===== config.mk =====
export PLATFORM = sky130hd
export DESIGN_NAME = cpu_trace_buffer
export DESIGN_NICKNAME = d
export VERILOG_FILES = /design/src/rtl/cpu_trace_buffer.sv
export SDC_FILE = /design/constraint.sdc
export NUM_CORES = 1
export LEC_CHECK = 0
export ABC_AREA = 1
export CAP_MARGIN = 10
export CORE_MARGIN = 5
export CORE_UTILIZATION = 45
export CTS_BUF_LIST = sky130_fd_sc_hd__clkbuf_4
export CTS_CLUSTER_DIAMETER = 100
export DETAILED_ROUTE_END_ITERATION = 8
export GPL_ROUTABILITY_DRIVEN = 0
export GPL_TIMING_DRIVEN = 0
export PLACE_DENSITY = 0.74
export SLEW_MARGIN = 30
export SYNTH_ARGS = -nofsm -noshare
export SYNTH_HDL_FRONTEND = slang
export SYNTH_SLANG_ARGS = --single-unit
export TNS_END_PERCENT = 100

===== constraint.sdc =====
create_clock -name clk -period 2.8 [get_ports clk]
set_input_delay 0.42 -clock clk [delete_from_list [all_inputs] [get_ports clk]]
set_output_delay 0.42 -clock clk [all_outputs]
set_load 0.02 [all_outputs]

===== src/rtl/cpu_trace_buffer.sv =====
// Trace capture beside the single-cycle CPU: circular buffer of {pc, ctrl} samples,
// stops a programmable number of samples after a PC trigger, then drains oldest-first.
module cpu_trace_buffer #(
    parameter int PC_WIDTH   = 16,
    parameter int CTRL_WIDTH = 9,
    parameter int DEPTH      = 16,
    localparam int AW        = $clog2(DEPTH),
    localparam int DW        = PC_WIDTH + CTRL_WIDTH
) (
    input  logic                  clk,
    input  logic                  rst_n,
    input  logic                  arm,
    input  logic                  abort,
    input  logic                  mode,
    input  logic [PC_WIDTH-1:0]   trig_pc,
    input  logic [AW:0]           post_cnt,
    input  logic [PC_WIDTH-1:0]   pc_in,
    input  logic [CTRL_WIDTH-1:0] ctrl_in,
    input  logic                  rd_ready,
    output logic                  rd_valid,
    output logic [DW-1:0]         rd_data,
    output logic                  busy,
    output logic                  triggered,
    output logic                  wrapped,
    output logic [AW:0]           entries
);

    typedef enum logic [1:0] {IDLE, ARMED, CAPTURE, READOUT} state_t;

    localparam logic [AW:0] FULL    = (AW+1)'(DEPTH);
    localparam logic [AW:0] MAXPOST = (AW+1)'(DEPTH-1);

    state_t                state_q;
    logic [AW-1:0]         wr_ptr_q, rd_ptr_q;
    logic [AW:0]           entries_q, remaining_q;
    logic                  triggered_q, wrapped_q, rd_valid_q;
    logic [DW-1:0]         rd_data_q;
    logic [PC_WIDTH-1:0]   last_pc_q;
    logic                  have_pc_q;
    logic [DW-1:0]         mem [DEPTH];

    logic                  qual, wr_en, wrap_nxt;
    logic [AW:0]           post_clamp;
    logic [AW-1:0]         rd_start;

    always_comb begin
        // mode 1: first sample after arm always qualifies, then only on a pc change
        qual       = !mode || !have_pc_q || (pc_in != last_pc_q);
        wr_en      = (state_q == ARMED || state_q == CAPTURE) && qual && !abort;
        post_clamp = (post_cnt > MAXPOST) ? MAXPOST : post_cnt;
        wrap_nxt   = wrapped_q || (entries_q == FULL);
        // oldest entry sits at the slot the final write advances wr_ptr to
        rd_start   = wrap_nxt ? wr_ptr_q + 1'b1 : '0;
    end

    always_ff @(posedge clk) begin
        if (wr_en) mem[wr_ptr_q] <= {pc_in, ctrl_in};
    end

    always_ff @(posedge clk or negedge rst_n) begin
        if (!rst_n) begin
            state_q     <= IDLE;
            wr_ptr_q    <= '0;
            rd_ptr_q    <= '0;
            entries_q   <= '0;
            remaining_q <= '0;
            triggered_q <= 1'b0;
            wrapped_q   <= 1'b0;
            rd_valid_q  <= 1'b0;
            rd_data_q   <= '0;
            last_pc_q   <= '0;
            have_pc_q   <= 1'b0;
        end else if (abort) begin
            state_q    <= IDLE;
            rd_valid_q <= 1'b0;
        end else begin
            case (state_q)
                IDLE: if (arm) begin
                    state_q     <= ARMED;
                    wr_ptr_q    <= '0;
                    entries_q   <= '0;
                    triggered_q <= 1'b0;
                    wrapped_q   <= 1'b0;
                    have_pc_q   <= 1'b0;
                end
                ARMED, CAPTURE: if (wr_en) begin
                    wr_ptr_q  <= wr_ptr_q + 1'b1;
                    last_pc_q <= pc_in;
                    have_pc_q <= 1'b1;
                    if (entries_q == FULL) wrapped_q <= 1'b1;
                    else                   entries_q <= entries_q + 1'b1;
                    if (state_q == ARMED) begin
                        if (pc_in == trig_pc) begin
                            triggered_q <= 1'b1;
                            remaining_q <= post_clamp;
                            if (post_clamp == '0) begin
                                state_q  <= READOUT;
                                rd_ptr_q <= rd_start;
                            end else begin
                                state_q  <= CAPTURE;
                            end
                        end
                    end else begin
                        remaining_q <= remaining_q - 1'b1;
                        if (remaining_q == (AW+1)'(1)) begin
                            state_q  <= READOUT;
                            rd_ptr_q <= rd_start;
                        end
                    end
                end
                READOUT: begin
                    // entries counts what is still to be loaded into the output register
                    if ((!rd_valid_q || rd_ready) && entries_q != '0) begin
                        rd_data_q  <= mem[rd_ptr_q];
                        rd_valid_q <= 1'b1;
                        rd_ptr_q   <= rd_ptr_q + 1'b1;
                        entries_q  <= entries_q - 1'b1;
                    end else if (rd_valid_q && rd_ready) begin
                        rd_valid_q <= 1'b0;
                        state_q    <= IDLE;
                    end
                end
                default: state_q <= IDLE;
            endcase
        end
    end

    assign rd_valid  = rd_valid_q;
    assign rd_data   = rd_data_q;
    assign busy      = (state_q == ARMED) || (state_q == CAPTURE);
    assign triggered = triggered_q;
    assign wrapped   = wrapped_q;
    assign entries   = entries_q;

endmodule

Figure 1. Clock nets (run 1).
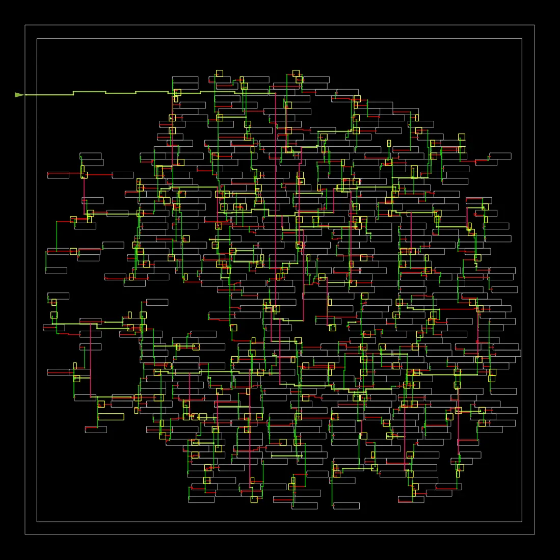
skew final: 76.3 ps
worst skew pair latency: 870 ps
Sink Count: 465
flip-flops: 465

Figure 2. Port wiring (run 1).
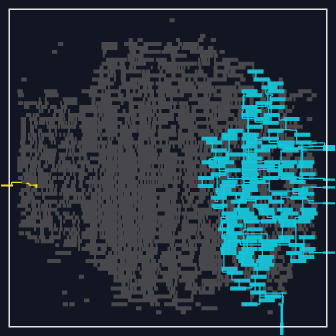
port	color	direction	end cells	buffers	wire
`arm`	yellow	input	1	1	19.5 um
`ctrl_in`	cyan	input	144	9	1,780 um

Figure 3. Sequential cells colored by netlist name (run 1).
Bar = 50 um. Other sequential cells in the stronger gray, the rest of the logic in the fainter gray.
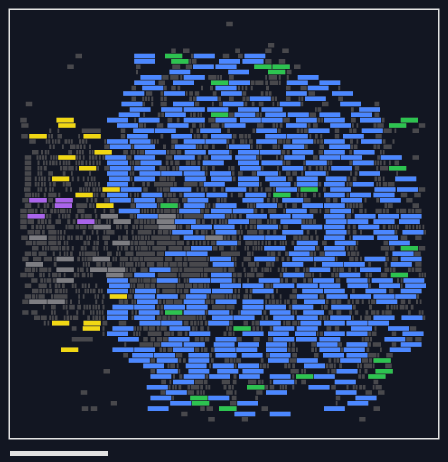
name in the netlist	color	flops
`remaining_q`	purple	5
`last_pc_q`	yellow	16
`mem`	blue	400
`rd_data`	green	25
not colored	19
Final Core Density: 54.6%
Sequential Power: 8.39 mW
Seq/total area: 58.2%
register area: 13,600 um^2

Figure 4. Metal layers overlaid (run 1).
Bar = 50 um.
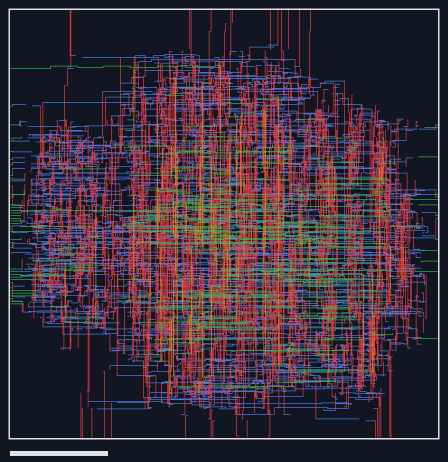
layer	color	wire length
M4	orange	2,460 um
M1	blue	21.0 mm
M3	green	6,110 um
M2	red	26.4 mm

==> impl_metrics.toml, run 1 <==
# physical design summary
[status]
status = "complete, no violations"

[layout]
area_growth_pct = 20.4
drive_gt1_share_pct = 16.9
fill_cells = 3472
fin_area_um2 = 23400
final_nets = 1922
instances_no_fill = 2538

[global_route]
grt.total_usage_pct = 23.3
antenna_found_initial = 2
met2_usage_pct = 37.6
grt_max_degree = 54
grt.busiest_layer = "met2"
grt_pass1_vias = 14300
use_met3_pct = 5.62
grt_use_met1_pct = 30.0

[pwr]
switching_share_pct = 34.0
p_leak_nw = 8.71
power_mw = 19.2
p_clk_share_pct = 28.8
p_comb_share_pct = 27.6
pwr-share-seq_pct = 43.6

[synthesis]
ys_chip_area_um2 = 19500
ys_seq_share_pct = 70.1
avgSynthCellArea_um2 = 12.1
ys.flop_type = "edfxtp_1"
ys_async_sr_fraction_pct = 14.0
top_area_share_pct = 61.7
edf_count = 400
synthTopCellsByCount = "400 x edfxtp_1, 346 x nand2_1, 162 x o21ai_0"
yosys_cells = 1609
topCellsByArea = "edfxtp_1 62%, dfrtp_1 8.4%, nand2_1 6.7%, o21ai_0 4.2%, nor2_1 2.8%"
fp_nets = 1679
yosysTopAreaCell = "edfxtp_1"
syn_inst = 1609
syn_area_um2 = 19500
netlist-cell-type-count = 40

[worst_setup_path]
crit_top_cell = "nand2_1"
path_class = "input port to register"
worst_ep_arrival_time_ps = 3180
cp_cell_sequence = "clkdlybuf4s50_1, inv_1, nand2_1, nand2_1, nor2_1, nand2_1, nor2_2, nand3_2, nand2_4, clkinvlp_4, nand2_2, nor2_4, buf_16"
cp_max_fo = 19
critical_path_buf_inv_count = 4
r2r_start = "state_q[1]"
start_kind = "input port"
slowest_stage = "clkdlybuf4s50_1"
crit_family = "buffers and inverters"
required_ps = 3360

[detailed_routing]
drc = 0
antenna_left = 0
routed_wirelength_um = 55900
drt_iter0_markers = 1827
via_per_inst = 5.57
via_count = 14100

[floorplanning]
design.core.area_um2 = 42900
die_y_um = 218
chip_area_um2 = 47500
num_rows = 76
fp-utilization_pct = 45.4

[timing]
finalHoldViolations = 0
slew_violations = 0
setup_violations = 0
period_used_pct = 93.3
max_clock_freq_ghz = 0.383

[clocking]
clockRootBuffer = "clkbuf_4"
cts.clk_slew.worst_paths_ps = 80
cts_tree = "yes"
cts_buffers = 112
clockBufferDepth = 3

[placed_design]
io_buffers = 85
dp_cells = 2296
placed_cell_area_um2 = 21600
dpl.hpwl_um = 35200

[flow_run]
timing.max_cap.violations = 0
tool_warnings = 40

[hold_path]
holdCritPathClass = "input port to async pin"
-- run 1: metal layers --
| metal | wire length [um] | share of wire (%) | vias up |
|---|---|---|---|
| met2 | 26400 | 47 | 881 |
| met3 | 6110 | 11 | 197 |
| met5 | 0 | 0 | - |
| met4 | 2460 | 4.4 | 0 |
| li1 | - | - | 6311 |
| met1 | 21000 | 38 | 6743 |
-- run 1: path summary, 6_finish.rpt --
path	end	cells past startpoint	slack (ps)
setup reg to reg	mem[14][3]	9	190
setup / recovery	mem[14][3]	13	190
hold / removal	rd_data[24]	3	150
max in group asynchronous	last_pc_q[10]	3	1530
min in group clk	remaining_q[0]	5	400
hold reg to reg	rd_data[7]	2	490
-- run 1: placed cells by master (no fill, tap or decap), types with 22 or more instances in the layout --
| master | Yosys | layout |
|---|---|---|
| o31ai_2 | 24 | 24 |
| mux2i_1 | 50 | 50 |
| dfrtp_1 | 65 | 65 |
| clkdlybuf4s50_1 | 0 | 83 |
| o21ai_1 | 32 | 32 |
| o22ai_1 | 53 | 53 |
| clkbuf_1 | 31 | 30 |
| edfxtp_1 | 400 | 400 |
| buf_4 | 6 | 22 |
| buf_2 | 33 | 33 |
| nand2_1 | 346 | 342 |
| o21ai_0 | 162 | 162 |
| a21oi_1 | 106 | 106 |
| inv_1 | 64 | 63 |
| clkbuf_4 | 0 | 162 |
| clkinv_1 | 1 | 39 |
| nor2_1 | 145 | 129 |
-- run 1: through the flow --
stage                     setup WS, ps  hold slack (ps)   TNS, ps
after floorplan                   -336              124   -134420
after detailed placement         -1030              264   -334730
final                              187              154         0
after CTS                         1.45              118         0
after global routing              51.5              166         0
after global placement           -2570              472  -1036640
-- run 1: state kept, by name, indices dropped and copies added, names as in the netlist --
name,flops
remaining_q,5
have_pc_q,1
rd_data,25
state_q,2
rd_ptr_q,4
wrapped,1
wr_ptr_q,4
last_pc_q,16
triggered,1
rd_valid,1
entries,5
mem,400
-- run 1: power by group through the flow --
stage | clock network (mW) | registers (mW) | logic (mW)
3_3_place_gp | 0 | 8.52 | 4.86
2_1_floorplan | 0 | 8.63 | 3.04
6_report | 5.54 | 8.39 | 5.30
5_1_grt | 5.97 | 8.43 | 5.72
3_5_place_dp | 0 | 8.52 | 5.12
4_1_cts | 5.59 | 8.38 | 5.19
-- run 1: worst min-delay path: stages --
cell	delay (ps)
dlygate4sd3_1	540
buf_6	130
buf_16	280
-- run 1: logic make-up after synthesis --
logic type	count (synthesis)	synth area share [%]
adder cells (fa/ha/maj)	18	1.20
AND/OR/NAND/NOR	530	10.8
XOR/XNOR	13	0.585
multiplexers	50	2.57
buffers and inverters	151	3.54
AND-OR/OR-AND	382	11.2
flip-flops	465	70.1
-- run 1: layout make-up --
cell class              instances  area [um^2]  area share (%)
flip-flops and latches        465        13600            58.2
multi-input cells             993         5260            22.4
repair buffers                129         1630            6.96
clock buffers                 162         1220            5.19
well taps                     585          732            3.12
plain buffers                  80          422            1.80
inverters                      71          273            1.16
clock inverters                50          249            1.06
diodes                          3         7.51          0.0320
-- run 1: repair_timing --
item	CTS	global route
resized	1	6
endpoints found under the setup margin	351	400
hold buffers	2	0
buffers inserted	25	0
hold endpoints to repair	65	0
pin swaps	16	0
Figure 5. Drive-strength map (run 1).
Bar = 50 um.
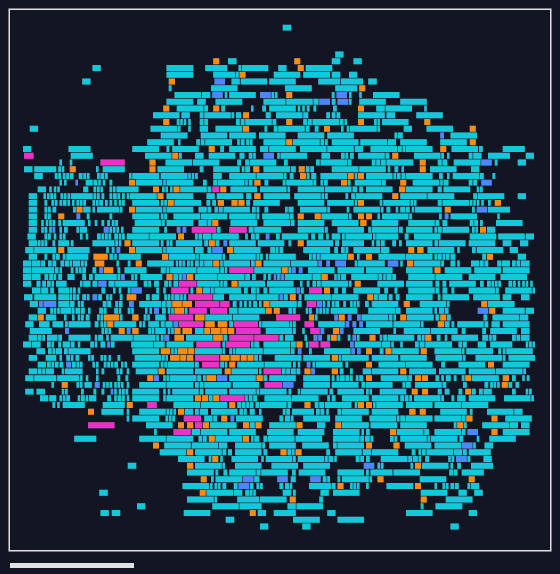

==> run 2, diff against run 1 <==
--- a/config.mk
+++ b/config.mk
@@ -7,6 +7,7 @@
 export LEC_CHECK = 0
 export ABC_AREA = 1
 export CAP_MARGIN = 10
+export CORE_ASPECT_RATIO = 1.75
 export CORE_MARGIN = 5
 export CORE_UTILIZATION = 45
 export CTS_BUF_LIST = sky130_fd_sc_hd__clkbuf_4
Figure 6. Drive-strength map (run 2).
Bar = 50 um.
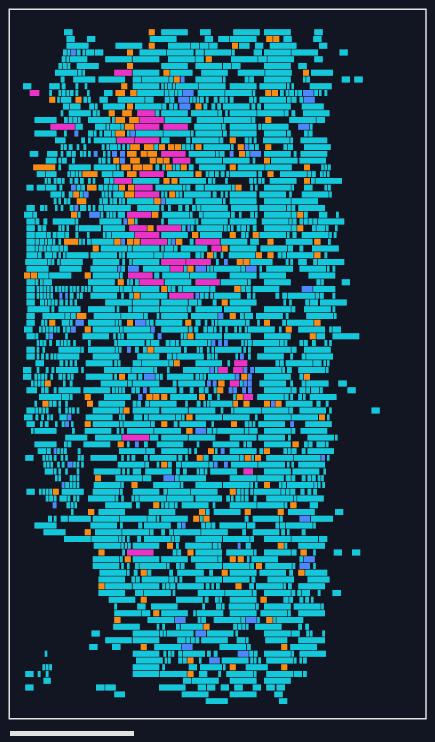
size	color	cells	share	most used
x6 and larger	magenta	37	1.9%	buf_16
x1 and smaller	cyan	1,606	84%	edfxtp_1
x3 and x4	orange	189	9.8%	clkbuf_4
x2	blue	89	4.6%	buf_2

==> impl_metrics.toml, run 2 <==
# physical design summary
[synthesis]
ys.flop_type = "edfxtp_1"
yosys.area_share.simple_pct = 10.8
top_area_share_pct = 61.7
ys_chip_area_um2 = 19500
syn_inst = 1609
synth.most_common_cell = "edfxtp_1"
netlist-cell-type-count = 40
xor_area_share_pct = 0.585
yosysTopAreaCell = "edfxtp_1"
synthTopCellsByCount = "400 x edfxtp_1, 346 x nand2_1, 162 x o21ai_0"
topCellsByArea = "edfxtp_1 62%, dfrtp_1 8.4%, nand2_1 6.7%, o21ai_0 4.2%, nor2_1 2.8%"
fp_nets = 1679
fa_ha_area_share_pct = 1.20
synth_flop_count = 465
logic_family = "AND-OR/OR-AND gates"
syn_area_um2 = 19500
ys_seq_share_pct = 70.1
ys_async_sr_fraction_pct = 14.0
synthAoiAreaFrac_pct = 11.2
synth.area.mux_share_pct = 2.57
yosys_warnings = 0
edf_count = 400
yosys_cells = 1609
avgSynthCellArea_um2 = 12.1

[global_route]
antenna_found_initial = 2
grt_pass1_wl_um = 85400
grt_max_degree = 50
grt.total_usage_pct = 23.8
gr-total-overflow = 0
grt_pass1_vias = 14600

[pwr]
power_mw = 18.9
internal_power_mw = 12.5
switching_share_pct = 34.1
p_comb_share_pct = 28.1
p_clk_share_pct = 27.5
ir_drop_mv = 0.457
p_leak_nw = 8.71
pwr-share-seq_pct = 44.5
power_density_nw_per_um2 = 812
switching_power_mw = 6.44

[timing]
fin_tns_setup_ps = 0
max_slew.worst_pin.slew_ps = 953
period_used_pct = 94.9
slew_headroom_pct = 36.5
fin_ws_ps = 142
max_clock_freq_ghz = 0.376
skew_ps = 43.4
finalHoldViolations = 0
setup_violations = 0
final.min_clock_period_ps = 2660
slew_violations = 0
rsz0062_at_grt = "no"

[worst_setup_path]
cp_max_fo = 11
crit_path_max_incr_delay_ps = 440
critical_path_buf_inv_count = 5
crit_family = "buffers and inverters"
critPathCaptureType = "register"
start_kind = "register"
cp_cell_sequence = "inv_1, ha_4, inv_1, nor2_2, nand2_4, clkinvlp_4, nand2_2, nor2_4, buf_16, buf_16"
slowest_stage = "dfrtp_1"
path_class = "register to register"
worst_ep_arrival_time_ps = 3150
required_ps = 3290

[layout]
fill_cells = 3449
final_nets = 1911
regMostFlops = "mem"
final_util_pct = 54.6
largest_reg_flops = 400
area_growth_pct = 19.6
layout_top_cell = "edfxtp_1"
drive_gt1_share_pct = 16.4
fin_area_um2 = 23300
lay_top_cells = "400 x edfxtp_1, 342 x nand2_1, 162 x o21ai_0, 137 x clkbuf_4, 129 x nor2_1"

[hold_path]
holdCritPathClass = "input port to async pin"

[clocking]
clk_latency_ps = 810
cts.clk_slew.worst_paths_ps = 100
clockRootBuffer = "clkbuf_4"
clock-sinks = 465
clockBufferDepth = 3
cts_tree = "yes"
htree_levels = 3
cts_buffers = 97

[placed_design]
pre_cts_slack_ps = -971
dpl.hpwl_um = 38200
placed_cell_area_um2 = 21600
io_buffers = 85

[detailed_routing]
dr.pass1.iters = 5
routed_wirelength_um = 57500
drt_iter0_markers = 1263
drc = 0
via_per_inst = 5.72
wire_per_inst_um = 23.2
antenna_left = 0
via_count = 14200

[floorplanning]
die_w_um = 167
num_rows = 100
io_pins = 86
die_y_um = 285
design.core.area_um2 = 42700
chip_area_um2 = 47600
fp-utilization_pct = 45.6

[flow_run]
timing.max_cap.violations = 0
tool_warnings = 39

[status]
status = "complete, no violations"
-- run 2: cell families (layout without fill, tap and decap cells) --
logic type	count (synthesis)	after routing
fa+ha+maj	18	18
xor+xnor	13	13
buf+inv	151	463
compound gates	382	382
simple gates	530	530
mux	50	50
other cells	0	1
flops	465	465
-- run 2: metrics by stage --
stage | std cells | hold slack, ps
after floorplan | 1609 | 124
after global placement | 2255 | 472
after detailed placement | 2274 | 282
after CTS | 2482 | 137
after global routing | 2483 | 170
final | 2483 | 167
-- run 2: worst min-delay path, delay by kind of cell --
kind / cells / cell delay (ps)
buffers and inverters: 3 / 940
-- run 2: worst paths after layout --
kind | from | end | slack, ps | cells past startpoint
worst max register to register | state_q[0] | mem[15][14] | 140 | 10
worst min register to register | rd_data[5] | rd_data[5] | 500 | 2
worst min-delay path | rst_n | rd_ptr_q[3] | 170 | 3
worst max-delay path | state_q[0] | mem[15][14] | 140 | 10
max in group asynchronous | rst_n | entries[2] | 2220 | 3
min in group clk | pc_in[7] | mem[0][16] | 250 | 1
-- run 2: area by class of cell --
type,count,area [um^2],area share [%]
Buffer,80,422,1.81
Inverter,71,273,1.17
Timing Repair Buffer,133,1680,7.24
Multi-Input combinational cell,993,5270,22.6
Tap cell,561,702,3.02
Sequential cell,465,13600,58.6
Clock buffer,137,1030,4.42
Antenna cell,1,2.50,0.0108
Clock inverter,42,258,1.11
-- run 2: routing by layer --
layer  up-vias  wire length [um]  GRT usage [%]  share of wire, %
met3       274              4760           4.75               8.3
met1      6771             18600           24.7                32
met4         2              4330           16.1               7.5
met5         -                13              0             0.023
li1       6246                 -              -                 -
met2       898             29900           42.9                52
-- run 2: timing repair --
item	in CTS	in global routing
resized	7	8
buffers inserted	27	0
cloned	0	0
setup endpoints to repair	381	20
pin swaps	16	0
hold buffers	2	0
hold endpoints to repair	65	0
-- run 2: power groups by stage --
stage	clock [mW]	sequential (mW)	combinational (mW)
finish	5.19	8.40	5.30
global placement	0	8.53	4.86
detailed placement	0	8.54	5.14
global route	5.57	8.45	5.73
floorplan	0	8.63	3.04
CTS	5.21	8.39	5.22
Power figures rest on the tool's default switching activity, not on a simulated workload.
